==> config.mk <==
export PLATFORM = sky130hd
export DESIGN_NAME = player_life_ctrl
export DESIGN_NICKNAME = d
export VERILOG_FILES = /design/src/rtl/player_pkg.sv /design/src/rtl/player_life_ctrl_frame_timer.sv /design/src/rtl/player_life_ctrl.sv
export SDC_FILE = /design/constraint.sdc
export NUM_CORES = 1
export LEC_CHECK = 0
export CAP_MARGIN = 40
export CORE_MARGIN = 2
export CORE_UTILIZATION = 46
export DETAILED_ROUTE_END_ITERATION = 7
export MAX_ROUTING_LAYER = met4
export PLACE_DENSITY = 0.73
export REMOVE_ABC_BUFFERS = 1
export SYNTH_ARGS = -nofsm -noshare
export SYNTH_HDL_FRONTEND = slang
export SYNTH_SLANG_ARGS = --single-unit
export TNS_END_PERCENT = 100
==> constraint.sdc <==
create_clock -name clk -period 1.35 [get_ports clk]
set_input_delay 0.27 -clock clk [delete_from_list [all_inputs] [get_ports clk]]
set_output_delay 0.27 -clock clk [all_outputs]
set_load 0.1 [all_outputs]
==> src/rtl/player_pkg.sv <==
// player_pkg: shared state encoding and default timing constants for the player life sequencer.
package player_pkg;
  typedef enum logic [2:0] {
    IDLE      = 3'd0,
    ALIVE     = 3'd1,
    EXPLODING = 3'd2,
    RESPAWN   = 3'd3,
    GAME_OVER = 3'd4
  } player_state_t;
  localparam logic [2:0] DEF_MAX_LIVES      = 3'h3;
  localparam int         DEF_EXPLODE_FRAMES = 30;
  localparam int         DEF_INVULN_FRAMES  = 90;
endpackage

==> src/rtl/player_life_ctrl_frame_timer.sv <==
// frame_timer: frame-tick counter with synchronous clear; done fires on the tick that reaches limit.
module frame_timer #(
  parameter int CNT_W = 7
) (
  input  logic             clk,
  input  logic             rst,
  input  logic             clear,
  input  logic             tick,
  input  logic [CNT_W-1:0] limit,
  output logic [CNT_W-1:0] count_nxt,
  output logic             done
);
  logic [CNT_W-1:0] r_count;
  assign count_nxt = clear ? '0 : r_count + CNT_W'(tick);
  assign done      = (r_count == limit) & tick;
  always_ff @(posedge clk or posedge rst)
    if (rst) r_count <= '0;
    else     r_count <= count_nxt;
endmodule

==> src/rtl/player_life_ctrl.sv <==
// player_life_ctrl: player life-cycle FSM (alive/exploding/respawn/game over) timed in video frames.
// Define PLAYER_BLINK_EN to blink the sprite during RESPAWN with half-period BLINK_FRAMES.
module player_life_ctrl
  import player_pkg::*;
#(
  parameter logic [2:0] MAX_LIVES      = DEF_MAX_LIVES,
  parameter int         EXPLODE_FRAMES = DEF_EXPLODE_FRAMES,
  parameter int         INVULN_FRAMES  = DEF_INVULN_FRAMES,
  parameter int         BLINK_FRAMES   = 8,
  parameter int         CNT_W          = 7
) (
  input  logic       clk,
  input  logic       rst,
  input  logic       start_game,
  input  logic       frame_tick,
  input  logic       hit,
  output logic [2:0] lives_left,
  output logic       explosion,
  output logic       player_visible,
  output logic       invulnerable,
  output logic       game_over,
  output logic [2:0] state
);
  player_state_t    r_state, w_next;
  logic [2:0]       r_lives;
  logic             r_expl, r_vis, r_inv, r_go;
  logic [CNT_W-1:0] w_limit, w_cnt_nxt;
  logic             w_clear, w_done, w_vis_resp;
  assign w_limit = (r_state == EXPLODING) ? CNT_W'(EXPLODE_FRAMES - 1) : CNT_W'(INVULN_FRAMES - 1);
  assign w_clear = (w_next != r_state);
  frame_timer #(.CNT_W(CNT_W)) u_timer (
    .clk       (clk),
    .rst       (rst),
    .clear     (w_clear),
    .tick      (frame_tick),
    .limit     (w_limit),
    .count_nxt (w_cnt_nxt),
    .done      (w_done)
  );
`ifdef PLAYER_BLINK_EN
  assign w_vis_resp = ~w_cnt_nxt[$clog2(BLINK_FRAMES)];
`else
  assign w_vis_resp = 1'b1;
`endif
  always_comb begin
    w_next = r_state;
    case (r_state)
      IDLE, GAME_OVER: if (start_game) w_next = ALIVE;
      ALIVE:           if (hit) w_next = EXPLODING;
      EXPLODING:       if (w_done) w_next = (r_lives == 3'd0) ? GAME_OVER : RESPAWN;
      RESPAWN:         if (w_done) w_next = ALIVE;
      default:         w_next = IDLE;
    endcase
  end
  // Flags are decoded from the next state so they change on the same edge as state.
  always_ff @(posedge clk or posedge rst)
    if (rst) begin
      r_state <= IDLE;
      r_lives <= MAX_LIVES;
      r_expl  <= 1'b0;
      r_vis   <= 1'b0;
      r_inv   <= 1'b0;
      r_go    <= 1'b0;
    end else begin
      r_state <= w_next;
      if ((r_state == IDLE || r_state == GAME_OVER) && start_game) r_lives <= MAX_LIVES;
      else if (r_state == ALIVE && hit) r_lives <= (r_lives == 3'd0) ? 3'd0 : r_lives - 3'd1;
      r_expl  <= (w_next == EXPLODING);
      r_vis   <= (w_next == ALIVE) || (w_next == RESPAWN && w_vis_resp);
      r_inv   <= (w_next == RESPAWN);
      r_go    <= (w_next == GAME_OVER);
    end
  assign state          = r_state;
  assign lives_left     = r_lives;
  assign explosion      = r_expl;
  assign player_visible = r_vis;
  assign invulnerable   = r_inv;
  assign game_over      = r_go;
endmodule
Wiring by layer:
Scale bar: 10 microns. Two of the layers only.
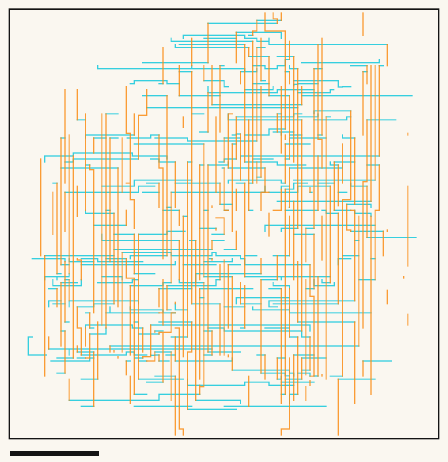
Key: metal 2 = orange [wire length 1500 microns]; metal 1 = cyan [wire length 1070 microns]

Floorplan with the power grid:
Scale bar: 10 microns. Pins as bars on the die edge.
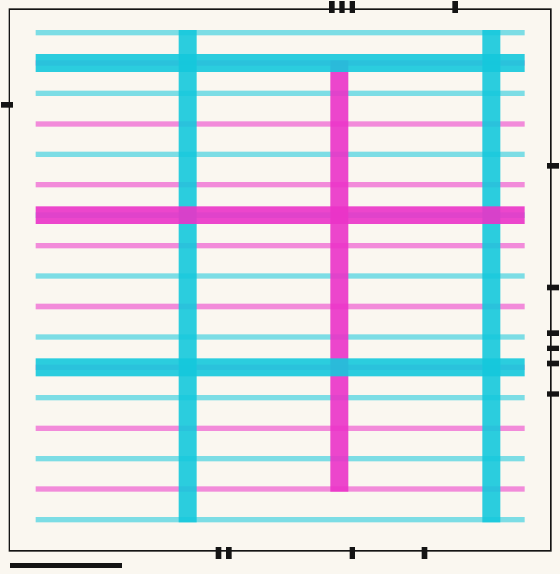
Key: VDD = magenta; VSS = cyan
3 straps on met5. 15 signal pins sit on the boundary. The core has 16 rows. 3 straps on met4. 17 met1 rails follow the rows.
Die Y: 48.3 microns
peak supply drop: 1.33 mV
die width: 48.3 microns
area of the core: 1900 sq um

==> flow_metrics.py <==
# Flow results
metrics = {
    "finish": {
        "fin_nets": 140,
        "fin_util": 0.825,
        "comb_area_sq_um": 558,
        "flops": 17,
        "mostFrequentLayoutCell": "buf_4",
        "largest_class": "logic gates",
        "top_register": "u_timer.r_count",
    },
    "final_timing": {
        "post-route-period-util": 1.15,
        "finalSetupViolCount": 16,
        "max_slew.worst_pin.slew_ps": 383,
        "maxSlewHeadroom": 0.744,
        "fin_ws_ps": -200,
    },
    "place": {
        "dp.cells": 152,
    },
    "setup_path": {
        "crit_path_max_incr_delay_ps": 420,
        "critical_path.startpoint": "state[0]",
        "setup.worst_path.end": "u_timer.r_count[2]",
        "ff2ff_path_depth": 5,
    },
    "outcome": {
        "status": "complete, but fails checks",
        "violations": "negative setup slack",
    },
    "drt": {
        "wl_met2_microns": 1500,
        "route.detailed.drc": 0,
        "ant_nets": 0,
        "wl_per_cell_microns": 17.7,
        "top_layer": "met4",
    },
    "power_and_ir_drop": {
        "p_total_mw": 3.63,
    },
    "clock_tree": {
        "cts_tree": "yes",
        "worstSkewPairLatency_ps": 300,
    },
    "global_route": {
        "grt_pass1_vias": 824,
        "grt_max_degree": 18,
    },
}
